Fig. 1: run 1, placement by cell class
Fill, decap, tap and diode cells in gray.
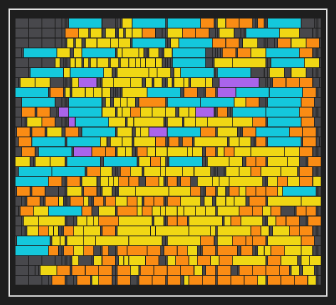
Fig. 2: run 1, placement view
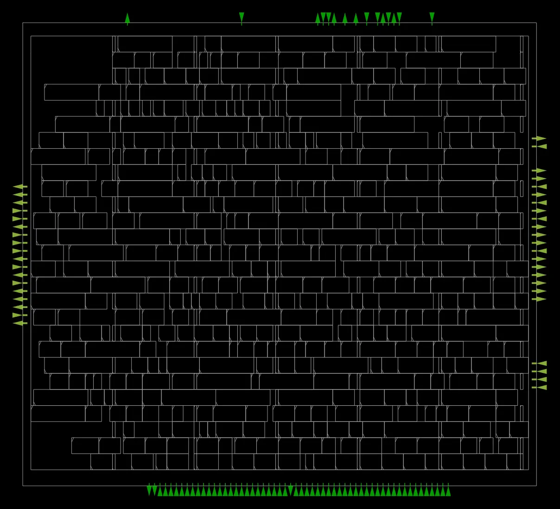
Fig. 3: run 1, I/O nets highlighted
Bar = 20 um.
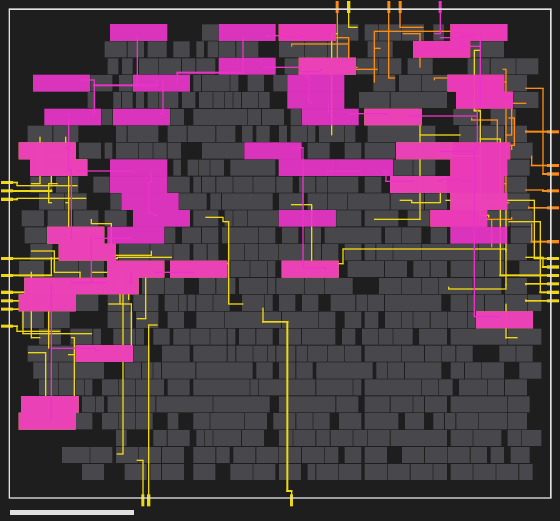
===== src/rtl/draw_manager_pkg.sv =====
// Shared draw definitions: framebuffer geometry, colour width, coordinate payload
// and the pass sequencer state encoding.
package draw_manager_pkg;

   localparam int unsigned DRAW_WIDTH  = 640;
   localparam int unsigned DRAW_HEIGHT = 480;
   localparam int unsigned COLOR_DEPTH = 9;
   localparam int unsigned FB_ADDR_W   = 19;
   localparam int unsigned COORD_W     = 32;

   typedef enum logic [2:0] {
      IDLE,
      GRANT,
      WAIT_ACTIVE,
      DRAWING,
      NEXT,
      DONE
   } draw_state_e;

   typedef struct packed {
      logic [COORD_W-1:0] x;
      logic [COORD_W-1:0] y;
   } coord_t;

endpackage


===== src/rtl/draw_addr_calc.sv =====
// Signed range check of a pixel coordinate and its linear framebuffer address.
module draw_addr_calc #(
   parameter int unsigned DRAW_WIDTH  = draw_manager_pkg::DRAW_WIDTH,
   parameter int unsigned DRAW_HEIGHT = draw_manager_pkg::DRAW_HEIGHT
) (
   input  draw_manager_pkg::coord_t                    coord,
   output logic                                        valid_c,
   output logic [draw_manager_pkg::FB_ADDR_W-1:0]      addr_c
);

   localparam int unsigned AW  = draw_manager_pkg::FB_ADDR_W;
   localparam int          W_S = int'(DRAW_WIDTH);
   localparam int          H_S = int'(DRAW_HEIGHT);

   logic signed [31:0] x_s;
   logic signed [31:0] y_s;

   assign x_s = $signed(coord.x);
   assign y_s = $signed(coord.y);

   assign valid_c = (x_s >= 0) && (x_s < W_S) && (y_s >= 0) && (y_s < H_S);

   // Range is checked first, so the truncated product cannot wrap for accepted pixels.
   assign addr_c = (coord.y[AW-1:0] * AW'(DRAW_WIDTH)) + coord.x[AW-1:0];

endmodule


===== src/rtl/draw_manager.sv =====
// Draw pass sequencer: grants the shared write bus to each source in ID order
// and forwards accepted pixels to the framebuffer one cycle after sampling.
module draw_manager #(
   parameter int unsigned NUM_SOURCES   = 2,
   parameter int unsigned COLOR_DEPTH   = draw_manager_pkg::COLOR_DEPTH,
   parameter int unsigned START_TIMEOUT = 1023,
   parameter int unsigned DRAW_WIDTH    = draw_manager_pkg::DRAW_WIDTH,
   parameter int unsigned DRAW_HEIGHT   = draw_manager_pkg::DRAW_HEIGHT,
   localparam int unsigned SEL_W        = (NUM_SOURCES > 1) ? $clog2(NUM_SOURCES) : 1
) (
   input  logic                   clk,
   input  logic                   resetN,
   input  logic                   frame,
   output logic [SEL_W-1:0]       write_source_sel,
   output logic                   write_awaited,
   input  logic                   write_active,
   input  logic [COLOR_DEPTH-1:0] write_color_data,
   input  logic                   write_transparent,
   input  logic [31:0]            write_x_addr,
   input  logic [31:0]            write_y_addr,
   output logic                   fb_we,
   output logic [18:0]            fb_addr,
   output logic [COLOR_DEPTH-1:0] fb_data,
   output logic                   pass_done,
   output logic                   overrun,
   output logic                   timeout_err
);

   import draw_manager_pkg::draw_state_e, draw_manager_pkg::coord_t;
   import draw_manager_pkg::IDLE, draw_manager_pkg::GRANT, draw_manager_pkg::WAIT_ACTIVE;
   import draw_manager_pkg::DRAWING, draw_manager_pkg::NEXT, draw_manager_pkg::DONE;

   localparam int unsigned CNT_W = (START_TIMEOUT > 1) ? $clog2(START_TIMEOUT) : 1;

   draw_state_e      state_q, state_d;
   logic [SEL_W-1:0] sel_d;
   logic [CNT_W-1:0] cnt_q, cnt_d;
   logic             pend_q, pend_d;
   logic             overrun_d, timeout_d;
   logic             pix_we_c;
   logic             valid_c;
   logic [18:0]      addr_c;
   coord_t           coord;

   assign coord = '{x: write_x_addr, y: write_y_addr};

   draw_addr_calc #(
      .DRAW_WIDTH  (DRAW_WIDTH),
      .DRAW_HEIGHT (DRAW_HEIGHT)
   ) u_addr_calc (
      .coord   (coord),
      .valid_c (valid_c),
      .addr_c  (addr_c)
   );

   assign pix_we_c = ((state_q == WAIT_ACTIVE) || (state_q == DRAWING)) &&
                     write_active && !write_transparent && valid_c;

   // Next-state and sticky flag logic.
   always_comb begin
      state_d   = state_q;
      sel_d     = write_source_sel;
      cnt_d     = cnt_q;
      pend_d    = pend_q;
      overrun_d = overrun;
      timeout_d = timeout_err;
      case (state_q)
         IDLE: begin
            sel_d = '0;
            if (frame || pend_q) begin
               state_d = GRANT;
               pend_d  = 1'b0;
            end
         end
         GRANT: begin
            cnt_d   = '0;
            state_d = WAIT_ACTIVE;
         end
         WAIT_ACTIVE: begin
            if (write_active) begin
               state_d = DRAWING;
            end else if (cnt_q == CNT_W'(START_TIMEOUT - 1)) begin
               timeout_d = 1'b1;
               state_d   = NEXT;
            end else begin
               cnt_d = cnt_q + CNT_W'(1);
            end
         end
         DRAWING: begin
            if (!write_active) state_d = NEXT;
         end
         NEXT: begin
            if (write_source_sel < SEL_W'(NUM_SOURCES - 1)) begin
               sel_d   = write_source_sel + SEL_W'(1);
               state_d = GRANT;
            end else begin
               state_d = DONE;
            end
         end
         DONE: begin
            sel_d   = '0;
            state_d = IDLE;
         end
         default: state_d = IDLE;
      endcase
      // A frame arriving as the pass completes is queued without counting as overrun.
      if (frame && (state_q != IDLE)) begin
         pend_d = 1'b1;
         if (state_q != DONE) overrun_d = 1'b1;
      end
   end

   always_ff @(posedge clk or negedge resetN) begin
      if (!resetN) begin
         state_q          <= IDLE;
         write_source_sel <= '0;
         cnt_q            <= '0;
         pend_q           <= 1'b0;
         overrun          <= 1'b0;
         timeout_err      <= 1'b0;
         write_awaited    <= 1'b0;
         pass_done        <= 1'b0;
         fb_we            <= 1'b0;
         fb_addr          <= '0;
         fb_data          <= '0;
      end else begin
         state_q          <= state_d;
         write_source_sel <= sel_d;
         cnt_q            <= cnt_d;
         pend_q           <= pend_d;
         overrun          <= overrun_d;
         timeout_err      <= timeout_d;
         write_awaited    <= (state_d == GRANT);
         pass_done        <= (state_d == DONE);
         fb_we            <= pix_we_c;
         if (pix_we_c) begin
            fb_addr <= addr_c;
            fb_data <= write_color_data;
         end
      end
   end

endmodule


===== config.mk =====
export PLATFORM = sky130hd
export DESIGN_NAME = draw_manager
export DESIGN_NICKNAME = d
export VERILOG_FILES = /design/src/rtl/draw_manager_pkg.sv /design/src/rtl/draw_addr_calc.sv /design/src/rtl/draw_manager.sv
export SDC_FILE = /design/constraint.sdc
export NUM_CORES = 1
export LEC_CHECK = 0
export ABC_CLOCK_PERIOD_IN_PS = 2750
export CAP_MARGIN = 5
export CORE_ASPECT_RATIO = 0.9
export CORE_MARGIN = 1
export CORE_UTILIZATION = 49
export CTS_CLUSTER_SIZE = 30
export DETAILED_ROUTE_END_ITERATION = 16
export PLACE_DENSITY = 0.9
export SLEW_MARGIN = 10
export SYNTH_ARGS = -nofsm -noshare
export SYNTH_HDL_FRONTEND = slang
export SYNTH_HIERARCHICAL = 1
export SYNTH_SLANG_ARGS = --single-unit

===== constraint.sdc =====
create_clock -name clk -period 2.75 [get_ports clk]
set_input_delay 0.4125 -clock clk [delete_from_list [all_inputs] [get_ports clk]]
set_output_delay 0.4125 -clock clk [all_outputs]
set_load 0.01 [all_outputs]

==> qor.txt, run 1 <==
number of enable flip-flop cells: 0
maximum VDD drop: 0.354 mV
Max Fclk: 326 MHz
Antenna Cells: 0
Max Slew Vio Count: 0
Synth Flop Type: dfrtp_1
Filler Cells Inserted: 323
worst path arrival time: 3.26 ns
outcome: finished, violations left
final hold viol count: 0
total die size: 6810 um^2
biggest area cells: dfrtp_1 (38%), ha_1 (12%), mux2_2 (6.7%), xnor2_1 (3.9%), mux2_1 (3.2%)
DR WL/cell: 20.0 um
htree depth: 2
clock sinks: 48
Worst Path Max Fanout: 3
via count: 3184
logic area: 2200 um^2
FF-to-FF Start: state_q[2]
initial antenna violation count: 0
Post-DP Area: 4750 um^2
Floorplan Nets: 411
Die X: 86.9 um
Final WS setup: -0.321 ns
Global Route Usage Sum: 28.7%
# setup viols final: 4
biggest area consumer among synthesized cells: dfrtp_1
vias in the first global route: 3198
most frequent logic cell in the layout: clkdlybuf4s50_1
Top cell area share: 37.8%
MaxCap Viol Count: 0
most numerous logic cells after layout: clkdlybuf4s50_1 (101), buf_4 (52), dfrtp_1 (48)
failing checks: negative setup slack
largest net degree at the start of global routing: 49
Sequential Area: 1200 um^2
cycle use final: 112%
GR Overflow Total: 0
r2r worst-path depth: 5
Max clock buf depth: 2
DRC: 0
RSZ-0062 raised after global routing: true
HPWL Detailed: 6840 um
Yosys Warn Count: 6
Back to the opening pictures, Fig. 1:
cyan -> registers  # cells 48
orange -> remaining buffers and delay cells  # cells 165
purple -> clock drivers and dummy loads  # cells 8
yellow -> remaining logic cells  # cells 239
Seq/total area: 23.1%
Final Util: 84.2%

Back to the opening pictures, Fig. 2:
Flop Count: 48
final cell count without fillers: 547
Core Box Area: 6180 um^2

Back to the opening pictures, Fig. 3:
magenta -> resetN  # bits 1, direction input, edge top, end cells 48, buffers 1, wire 305 um
yellow -> fb_addr  # bits 19, direction output, edge 9 left, 6 right, 3 bottom, 1 top, end cells 19, buffers 19, wire 665 um
orange -> fb_data  # bits 9, direction output, edge 6 right, 3 top, end cells 9, buffers 9, wire 212 um

[run 1: final cells by class]
cell class              count  share of cell area [%]
clock inverters             3                   0.817
clock buffers               5                    1.32
inverters                  13                   0.938
repair buffers            165                    29.5
well taps                  87                    2.09
flip-flops and latches     48                    23.1
multi-input cells         226                    42.2
[run 1: state kept, by name (all words and copies together), names as in the netlist]
register and flops:
write_source_sel 1, write_awaited 1, fb_addr 19, state_q 3, cnt_q 10, timeout_err 1, overrun 1, fb_data 9
pass_done 1, fb_we 1, pend_q 1
[run 1: synthesized netlist by cell type (all sizes together) (2+ instances only)]
cell type,n
a211oi,3
a21o,5
a21oi,11
a31oi,2
and3,2
and4,2
buf,13
dfrtp,48
fa,2
ha,31
inv,13
mux2,28
mux2i,3
nand2,12
nand2b,5
nand3,6
nand4,9
nor2,13
nor2b,6
nor3,8
nor3b,2
nor4,12
o21a,5
o21ai,14
o21bai,2
o311ai,2
o31ai,3
or2,2
or4,3
xnor2,14
xor2,4
[run 1: per-stage QoR]
stage | hold slack, ns | setup slack [ns] | instances
final | 0.287 | -0.321 | 547
after global routing | 0.378 | -0.417 | 547
after CTS | 0.315 | -0.186 | 545
after detailed placement | 0.477 | -0.977 | 532
after global placement | 0.444 | -0.875 | 532
after floorplan | 0.117 | -0.253 | 300
[run 1: report_power, final]
group,switching (mW),internal (mW),leakage (nW)
sequential,0.104,0.759,0.654
combinational,0.584,0.627,1.57
clock,0.241,0.269,0.0541
[run 1: repair_timing]
item | 4_1_cts | 5_1_grt
gates resized | 59 | 27
buffers inserted | 6 | 4
endpoints found under the hold margin | 0 | 0
pin swaps | 30 | 17
endpoints found under the setup margin | 7 | 18
[run 1: cell families (layout without fill, tap and decap cells)]
family	count (synthesis)	in the layout	synth area share [%]
AND/OR/NAND/NOR	88	88	16.5
AND-OR/OR-AND	56	56	12.0
flip-flops	48	48	37.8
XOR/XNOR	18	18	4.96
buffers and inverters	26	186	4.49
adder cells (fa/ha/maj)	33	33	13.5
multiplexers	31	31	10.9
[run 1: worst min-delay path by stage]
stage	start	endpoint	slack, ns	cells after the start
final	resetN	fb_data[2]	0.29	1
after global routing	resetN	fb_data[2]	0.38	1
after CTS	resetN	fb_data[3]	0.32	1
after detailed placement	fb_addr[16]	fb_addr[16]	0.48	1
after global placement	timeout_err	timeout_err	0.44	1
after floorplan	resetN	cnt_q[0]	0.12	0
[run 1: layer usage]
| metal | track usage (%) | vias to the layer above | wire (um) |
|---|---|---|---|
| met2 | 50.5 | 169 | 5670 |
| met1 | 34.1 | 1535 | 4170 |
| met5 | 0 | - | 0 |
| li1 | - | 1429 | - |
| met4 | 10.0 | 0 | 422 |
| met3 | 6.83 | 51 | 653 |
[run 1: critical path, stage by stage]
cell	delay (ns)
buf_8	0.10
buf_4	0.14
ha_4	0.24
ha_4	0.25
a21oi_2	0.17
o21bai_1	0.14
buf_4	0.17
a21oi_4	0.16
xnor2_2	0.14
ha_1	0.26
a21o_1	0.18
a21o_1	0.19
a21oi_2	0.15
o21ai_1	0.13
xnor2_1	0.16
mux2_4	0.26
==> run 2, diff against run 1 <==
--- a/config.mk
+++ b/config.mk
@@ -5,14 +5,14 @@
 export SDC_FILE = /design/constraint.sdc
 export NUM_CORES = 1
 export LEC_CHECK = 0
-export ABC_CLOCK_PERIOD_IN_PS = 2750
+export ABC_CLOCK_PERIOD_IN_PS = 3250
 export CAP_MARGIN = 5
 export CORE_ASPECT_RATIO = 0.9
 export CORE_MARGIN = 1
-export CORE_UTILIZATION = 49
+export CORE_UTILIZATION = 46
 export CTS_CLUSTER_SIZE = 30
 export DETAILED_ROUTE_END_ITERATION = 16
-export PLACE_DENSITY = 0.9
+export PLACE_DENSITY = 0.86
 export SLEW_MARGIN = 10
 export SYNTH_ARGS = -nofsm -noshare
 export SYNTH_HDL_FRONTEND = slang
==> constraint.sdc (replaced) <==
create_clock -name clk -period 3.25 [get_ports clk]
set_input_delay 0.4875 -clock clk [delete_from_list [all_inputs] [get_ports clk]]
set_output_delay 0.4875 -clock clk [all_outputs]
set_load 0.01 [all_outputs]
Fig. 4: run 2, placement view
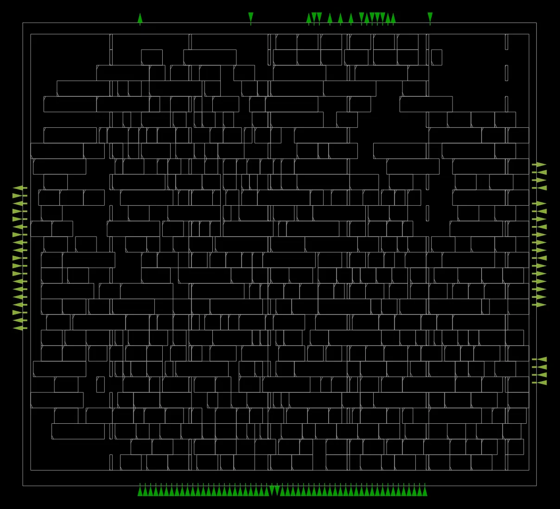
Core Box Area: 6620 um^2
final cell count without fillers: 536
row cnt: 28
tap cells: 90

==> run 2 against run 1 <==
Compared with the run above: the run now ends clean; combinational power is 31% lower; sequential cell count unchanged; via count down 10%; highest routed layer unchanged; first-iteration DRC count fell by 42%; register-to-register slack improved by 0.58 ns.
==> qor.txt, run 2 <==
Reg2Reg Setup Slack: 1.20 ns
clock sinks: 48
worst path arrival time: 3.33 ns
GR Overflow Total: 0
Post-Synthesis Cells: 300
Post-Syn Area per Cell: 10.6 um^2
Via density: 5.34
vias in the first global route: 2860
via count: 2861
Floorplan Nets: 411
Max Fclk: 318 MHz
Setup TNS Final: 0 ns
most frequent logic cell in the layout: clkdlybuf4s50_1
Global Route Usage Sum: 23.9%
simple-gate share of the synthesized area: 16.5%
biggest area cells: dfrtp_1 (38%), ha_1 (12%), mux2_2 (6.7%), xnor2_1 (3.9%), mux2_1 (3.2%)
most numerous logic cells after layout: clkdlybuf4s50_1 (102), dfrtp_1 (48), buf_4 (40)
total die size: 7250 um^2
maximum VDD drop: 0.264 mV
Top logic family: simple AND/OR/NAND/NOR gates
RR Endpoint: fb_addr[17]
Detailed Route Iter0 Violations: 109
biggest area consumer among synthesized cells: dfrtp_1
Largest Register: fb_addr
FF-to-FF Start: state_q[2]
htree depth: 2
ao+oa area frac: 12.0%
Synth Area in Adders: 13.5%
top cells by count: dfrtp_1 (48), ha_1 (31), mux2_2 (19)
clock root cell: clkbuf_8
share of flip-flops with an asynchronous set or reset: 100%
Synth Flop Type: dfrtp_1
MaxCap Viol Count: 0
yosys xor share: 4.96%
mux share: 10.9%
outcome: completed
GP Congestion: 0.893
share of cells above drive strength 1: 22.2%
Worst Path Max Fanout: 5
final hold viol count: 0
leading cell type by number of instances after synthesis: dfrtp_1
Max clock buf depth: 2
Top Ports: 112
Largest regs: fb_addr (19), cnt_q (10), fb_data (9)
tally of OpenROAD warnings: 28
Pre-Repair DR Iteration Count: 4
DR WL/cell: 15.8 um
Clock Skew: 0.00288 ns
power per cell area: 398 nW/um^2
Antenna Cells: 0
Max Slew Vio Count: 0
CTS tree: yes
Cell Area, Synth: 3180 um^2
Yosys Warn Count: 6
CP Capture Type: flip-flop
DRC: 0
minimum clock period: 3.14 ns
r2r worst-path depth: 5
cycle use final: 96.7%
Top cell area share: 37.8%
HPWL Detailed: 6590 um
initial antenna violation count: 0
Min Hold Slack: 0.365 ns
largest net degree at the start of global routing: 49
Final Util: 73.1%
Die X: 89.6 um
max reg flops: 19
# setup viols final: 0
number of enable flip-flop cells: 0
==> run 2: critical path, stage by stage <==
cell           delay, ns
dlygate4sd2_1       0.28
ha_4                0.29
ha_4                0.21
nor2b_2             0.16
o31a_1              0.28
o21a_1              0.21
nor2_1              0.14
xnor2_1             0.14
ha_1                0.30
a21o_1              0.19
a21oi_2             0.15
o21ai_2             0.07
xnor2_1             0.12
mux2_1              0.29
==> run 2: power by group <==
part           internal (mW)  switching, mW  leakage [nW]
combinational          0.454          0.386          1.46
clock                  0.172          0.194        0.0434
sequential             0.642         0.0773         0.654
total                   1.27          0.657          2.16
==> run 2: layout make-up <==
type,instances,area [um^2]
clock buffers,6,82.6
clock inverters,2,15.0
fillers,442,1780
inverters,13,48.8
multi-input cells,226,1990
flip-flops and latches,48,1200
well taps,90,113
repair buffers,151,1390
==> run 2: routing by layer <==
metal | vias to the layer above | part of all wire, % | global-route usage (%)
met5 | - | 0 | 0
met4 | 0 | 0.80 | 5.08
met3 | 6 | 4.3 | 4.27
met2 | 71 | 51 | 41.5
met1 | 1384 | 44 | 31.1
li1 | 1400 | - | -
==> run 2: kinds of logic after synthesis <==
logic type / after synthesis
AND-OR/OR-AND: 56
XOR/XNOR: 18
adder cells (fa/ha/maj): 33
buffers and inverters: 26
flip-flops: 48
multiplexers: 31
AND/OR/NAND/NOR: 88
==> run 2: timing repair <==
| action | 4_1_cts | 5_1_grt |
|---|---|---|
| setup buffers | 3 | 2 |
| hold endpoints to repair | 0 | 0 |
| setup endpoints to repair | 5 | 3 |
| pin swaps | 12 | 12 |
| resized | 19 | 21 |
| hold buffers | 0 | 0 |
==> run 2: worst max path at each step <==
stage                         start           to  slack (ns)  cells past startpoint
global placement    write_y_addr[2]  fb_addr[18]       -0.47                     15
global route        write_y_addr[0]  fb_addr[18]    -0.00002                     16
floorplan           write_y_addr[2]  fb_addr[18]        0.08                     14
detailed placement  write_y_addr[2]  fb_addr[17]       -0.60                     14
CTS                 write_y_addr[1]  fb_addr[18]        0.03                     16
finish              write_y_addr[5]  fb_addr[18]        0.11                     14
==> run 2: stage by stage <==
stage | cells | cell area, um^2 | worst slack, ns
after floorplan | 300 | 3180 | 0.0845
after global placement | 523 | 4570 | -0.467
after detailed placement | 523 | 4570 | -0.600
after CTS | 534 | 4760 | 0.0265
after global routing | 536 | 4840 | -0.0000231
final | 536 | 4840 | 0.108
Power figures rest on the tool's default switching activity, not on a simulated workload.
